### Clock wires, drivers and flops

Scale bar: 20 µm.
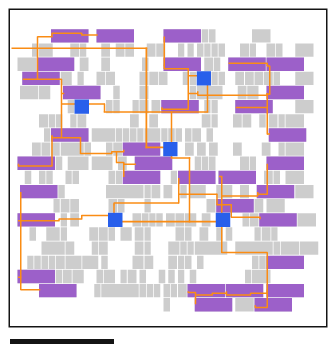
### A small window of the routed layout

Window x 10 to 50, y 10 to 50 µm. Cells in gray, sequential cells in the stronger gray; small squares are vias.
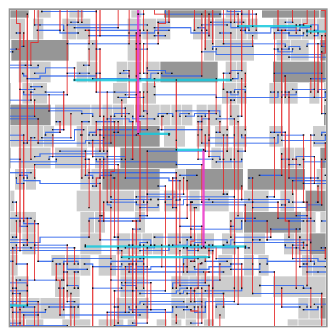
### Signal metal coverage by tile

Scale bar: 20 µm. The die is cut into 12 by 12 equal tiles; white is low, dark blue is high, scaled to the fullest tile. Values are wire area over tile area, all layers added.
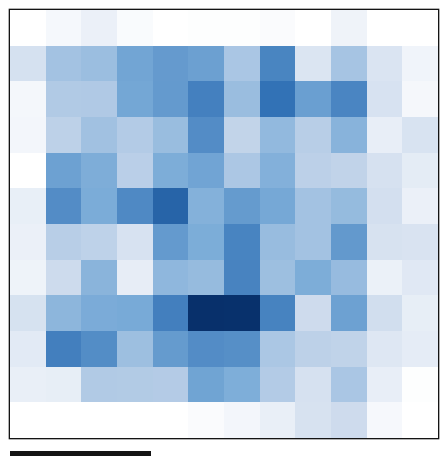
## src/rtl/uart_pkg.sv

```systemverilog
// Shared UART definitions: frame width, receiver state encoding and parity helper.
package uart_pkg;

  localparam int unsigned UART_DATA_BITS = 8;

  typedef logic [2:0] uart_state_t;

  localparam uart_state_t ST_IDLE   = 3'd0;
  localparam uart_state_t ST_START  = 3'd1;
  localparam uart_state_t ST_DATA   = 3'd2;
  localparam uart_state_t ST_PARITY = 3'd3;
  localparam uart_state_t ST_STOP   = 3'd4;
  localparam uart_state_t ST_BREAK  = 3'd5;

  // Even parity bit: the value that makes the total count of ones even.
  function automatic logic even_parity(input logic [UART_DATA_BITS-1:0] data);
    return ^data;
  endfunction

endpackage

```

## src/rtl/uart_sync_2ff.sv

```systemverilog
// Two-flop synchronizer for the asynchronous serial line; flops reset to the idle level.
module uart_sync_2ff (
  input  logic clk,
  input  logic reset,
  input  logic d,
  output logic q
);

  logic meta_r;
  logic sync_r;

  // Double-register the line into the clk domain.
  always_ff @(posedge clk) begin
    if (reset) begin
      meta_r <= 1'b1;
      sync_r <= 1'b1;
    end else begin
      meta_r <= d;
      sync_r <= meta_r;
    end
  end

  assign q = sync_r;

endmodule

```

## src/rtl/uart_rx_serial.sv

```systemverilog
// UART receiver: 8 data bits LSB first, even parity, one stop bit, with a
// valid/ready output register and parity, framing and overrun pulses.
module uart_rx_serial
  import uart_pkg::*;
#(
  parameter int unsigned CLKS_PER_BIT = 16
) (
  input  logic                      clk,
  input  logic                      reset,
  input  logic                      rx_i,
  output logic [UART_DATA_BITS-1:0] data_o,
  output logic                      valid_o,
  input  logic                      ready_i,
  output logic                      parity_err_o,
  output logic                      frame_err_o,
  output logic                      overrun_o,
  output logic                      busy_o
);

  localparam int unsigned CNT_W = $clog2(CLKS_PER_BIT);
  localparam int unsigned BIT_W = $clog2(UART_DATA_BITS);
  localparam logic [CNT_W-1:0] HALF_M1  = CNT_W'(CLKS_PER_BIT / 2 - 1);
  localparam logic [CNT_W-1:0] FULL_M1  = CNT_W'(CLKS_PER_BIT - 1);
  localparam logic [BIT_W-1:0] LAST_BIT = BIT_W'(UART_DATA_BITS - 1);

  logic                      rx_s;
  uart_state_t               state_r, state_s;
  logic [CNT_W-1:0]          cyc_r, cyc_s;
  logic [BIT_W-1:0]          bit_r, bit_s;
  logic [UART_DATA_BITS-1:0] shift_r, shift_s;
  logic                      perr_r, perr_s;
  logic                      stop_done_s, stop_high_s;
  logic                      good_s;
  logic [UART_DATA_BITS-1:0] data_r, data_s;
  logic                      valid_r, valid_s;
  logic                      overrun_s;
  logic                      parity_err_r, frame_err_r, overrun_r, busy_r;

  uart_sync_2ff u_sync (
    .clk   (clk),
    .reset (reset),
    .d     (rx_i),
    .q     (rx_s)
  );

  // Frame FSM: counters advance each clk; samples are taken at mid-bit.
  always_comb begin
    state_s     = state_r;
    cyc_s       = cyc_r;
    bit_s       = bit_r;
    shift_s     = shift_r;
    perr_s      = perr_r;
    stop_done_s = 1'b0;
    stop_high_s = 1'b0;
    case (state_r)
      ST_IDLE: begin
        if (!rx_s) begin
          state_s = ST_START;
          cyc_s   = '0;
        end else begin
          state_s = ST_IDLE;
        end
      end
      ST_START: begin
        if (cyc_r == HALF_M1) begin
          cyc_s   = '0;
          bit_s   = '0;
          state_s = rx_s ? ST_IDLE : ST_DATA;
        end else begin
          cyc_s = cyc_r + CNT_W'(1'b1);
        end
      end
      ST_DATA: begin
        if (cyc_r == FULL_M1) begin
          cyc_s          = '0;
          shift_s[bit_r] = rx_s;
          if (bit_r == LAST_BIT) begin
            bit_s   = '0;
            state_s = ST_PARITY;
          end else begin
            bit_s = bit_r + BIT_W'(1'b1);
          end
        end else begin
          cyc_s = cyc_r + CNT_W'(1'b1);
        end
      end
      ST_PARITY: begin
        if (cyc_r == FULL_M1) begin
          cyc_s   = '0;
          perr_s  = (rx_s != even_parity(shift_r));
          state_s = ST_STOP;
        end else begin
          cyc_s = cyc_r + CNT_W'(1'b1);
        end
      end
      ST_STOP: begin
        if (cyc_r == FULL_M1) begin
          cyc_s       = '0;
          stop_done_s = 1'b1;
          stop_high_s = rx_s;
          state_s     = rx_s ? ST_IDLE : ST_BREAK;
        end else begin
          cyc_s = cyc_r + CNT_W'(1'b1);
        end
      end
      ST_BREAK: begin
        if (rx_s) begin
          state_s = ST_IDLE;
        end else begin
          state_s = ST_BREAK;
        end
      end
      default: begin
        state_s = ST_IDLE;
        cyc_s   = '0;
        bit_s   = '0;
      end
    endcase
  end

  assign good_s = stop_done_s && stop_high_s && !perr_r;

  // Output holding register: a new byte wins over a same-cycle handshake.
  always_comb begin
    data_s    = data_r;
    valid_s   = valid_r;
    overrun_s = 1'b0;
    if (good_s) begin
      if (valid_r && !ready_i) begin
        overrun_s = 1'b1;
      end else begin
        data_s  = shift_r;
        valid_s = 1'b1;
      end
    end else if (valid_r && ready_i) begin
      valid_s = 1'b0;
    end else begin
      valid_s = valid_r;
    end
  end

  // State, counters and registered outputs.
  always_ff @(posedge clk) begin
    if (reset) begin
      state_r      <= ST_IDLE;
      cyc_r        <= '0;
      bit_r        <= '0;
      shift_r      <= '0;
      perr_r       <= 1'b0;
      data_r       <= '0;
      valid_r      <= 1'b0;
      parity_err_r <= 1'b0;
      frame_err_r  <= 1'b0;
      overrun_r    <= 1'b0;
      busy_r       <= 1'b0;
    end else begin
      state_r      <= state_s;
      cyc_r        <= cyc_s;
      bit_r        <= bit_s;
      shift_r      <= shift_s;
      perr_r       <= perr_s;
      data_r       <= data_s;
      valid_r      <= valid_s;
      parity_err_r <= stop_done_s && stop_high_s && perr_r;
      frame_err_r  <= stop_done_s && !stop_high_s;
      overrun_r    <= overrun_s;
      busy_r       <= (state_s != ST_IDLE);
    end
  end

  assign data_o       = data_r;
  assign valid_o      = valid_r;
  assign parity_err_o = parity_err_r;
  assign frame_err_o  = frame_err_r;
  assign overrun_o    = overrun_r;
  assign busy_o       = busy_r;

endmodule

```

## config.mk

```make
export PLATFORM = sky130hd
export DESIGN_NAME = uart_rx_serial
export DESIGN_NICKNAME = d
export VERILOG_FILES = /design/src/rtl/uart_pkg.sv /design/src/rtl/uart_sync_2ff.sv /design/src/rtl/uart_rx_serial.sv
export SDC_FILE = /design/constraint.sdc
export NUM_CORES = 1
export LEC_CHECK = 0
export ABC_AREA = 1
export CAP_MARGIN = 20
export CORE_UTILIZATION = 50
export DETAILED_ROUTE_END_ITERATION = 8
export PLACE_DENSITY = 0.69
export REMOVE_ABC_BUFFERS = 1
export SYNTH_ARGS = -nofsm -noshare
export SYNTH_HDL_FRONTEND = slang
export SYNTH_SLANG_ARGS = --single-unit
```

## constraint.sdc

```tcl
create_clock -name clk -period 3.2 [get_ports clk]
set_clock_uncertainty 0.05 [all_clocks]
set_input_delay 0.64 -clock clk [delete_from_list [all_inputs] [get_ports clk]]
set_output_delay 0.64 -clock clk [all_outputs]
set_load 0.01 [all_outputs]
```

==> commit_impl_results.txt <==
Log flow metrics for this revision

* Status: finished clean
- The final layout contains routed wiring with a total length of 3.36 mm.
* Die extent in y: 60.7 µm
* Inserted Diodes: 0
- Startpoint of the most critical setup path: valid_o$_SDFFE_PP0P_
- In this run the most used layer during global routing was met2.
- The core region is 3150 µm².
- The detailed router put a total of 1.72 mm of wire on met1.
* # DRC: 0
- The synth_stat.txt file lists the number of cells as 246.
- Summing every instance area after synthesis gives 1730 µm².
- DR WL/cell: 10.8 µm
* Count of cells along the worst register-to-register path: 8
- FP Util: 0.547
- Counting flops with a built-in enable in the synthesized netlist gives 0.
* Commonest flop: sky130_fd_sc_hd__dfxtp_1
- In this run, the synthesized area fraction spent on adder and majority cells is recorded as 0.0218.
- For met3 alone, demand over resource in global routing was 0.0768.
- Clock transition at the register clock pins on the worst setup and hold paths after CTS: 110 ps
* Slowest cell on the critical path: sky130_fd_sc_hd__clkdlybuf4s50_1
* First-pass DRT Iterations: 4
- The kind of cell with the highest combined delay along the critical path is buffers and inverters.
- For this run, the detailed router reports a per-instance via density of 4.98.
- CP endpoint kind: primary output
* Switching share of total power: 0.234
- Clock group power: 251 µW
- Startpoint of the lowest-slack hold path: u_sync.meta_r$_SDFF_PP1_
- The power report attributes to the combinational group a share of 0.040.
- The cell-mix breakdown from Yosys lists the XOR/XNOR area share as 0.0203.
- Instance count on the critical path: 1
- Measured along the x axis, the die boundary spans 60.7 µm.
- The worst register-to-register path has a setup slack of 1580 ps.
- Number of top-level design ports: 17
* Yosys top cell area share: 0.394
- Power after layout: 710 µW
- Met2 Use GR: 0.342
* CTS root buffer: sky130_fd_sc_hd__clkbuf_4
About 'Clock wires, drivers and flops':
Key: orange = clock wires [length 438 µm]; purple = flip-flops [count 34]; blue = cells driving clock nets [count 5]
There are 6 routed clock nets. Position of the flops: widely spread.

About 'A small window of the routed layout':
Key: blue = met1; magenta = met4; red = met2; cyan = met3
Most frequent: nand3_1 (27), nand2_1 (26), nor2_1 (17). Netlist names of flops here include `shift_r` (4), `data_o` (2). Sequential cells in the window: 10. 150 logic cells have their middle in the window.

About 'Signal metal coverage by tile':
23% of the tiles are over half the peak. The densest ninth of the die: center. The fullest tile reaches 0.45.

## registers in the layout (all words and copies together) (netlist names)
| register | cells |
|---|---|
| u_sync.q | 1 |
| overrun_o | 1 |
| frame_err_o | 1 |
| data_o | 8 |
| shift_r | 8 |
| bit_r | 3 |
| u_sync.meta_r | 1 |
| perr_r | 1 |
| busy_o | 1 |
| parity_err_o | 1 |
| cyc_r | 4 |
| state_r | 3 |
| valid_o | 1 |
## stage by stage
stage	cell area, µm²	utilization	hold slack (ps)	instances
after floorplan	1710	-	339	242
after global placement	1930	0.612	341	303
after detailed placement	1930	0.612	343	303
after CTS	1990	0.631	369	311
after global routing	1990	0.631	382	311
final	1990	0.631	368	311
## cells in the final DEF (no fill, tap or decap), types with 2 or more instances in the layout
cell type	Yosys	layout
sky130_fd_sc_hd__nor2_1	22	22
sky130_fd_sc_hd__nand3_1	33	33
sky130_fd_sc_hd__clkbuf_4	0	5
sky130_fd_sc_hd__nand2_4	2	2
sky130_fd_sc_hd__a21oi_1	18	18
sky130_fd_sc_hd__nand2_2	2	2
sky130_fd_sc_hd__o21ai_0	2	2
sky130_fd_sc_hd__nor3_1	4	4
sky130_fd_sc_hd__clkdlybuf4s50_1	0	16
sky130_fd_sc_hd__or2_2	2	2
sky130_fd_sc_hd__clkinv_2	2	3
sky130_fd_sc_hd__inv_2	5	5
sky130_fd_sc_hd__nor2_2	2	2
sky130_fd_sc_hd__nand2_1	55	55
sky130_fd_sc_hd__o21ai_1	14	14
sky130_fd_sc_hd__xor2_1	3	3
sky130_fd_sc_hd__dfxtp_1	34	34
sky130_fd_sc_hd__nor2_8	3	3
sky130_fd_sc_hd__inv_1	29	29
sky130_fd_sc_hd__ha_1	3	3
Power figures rest on the tool's default switching activity, not on a simulated workload.
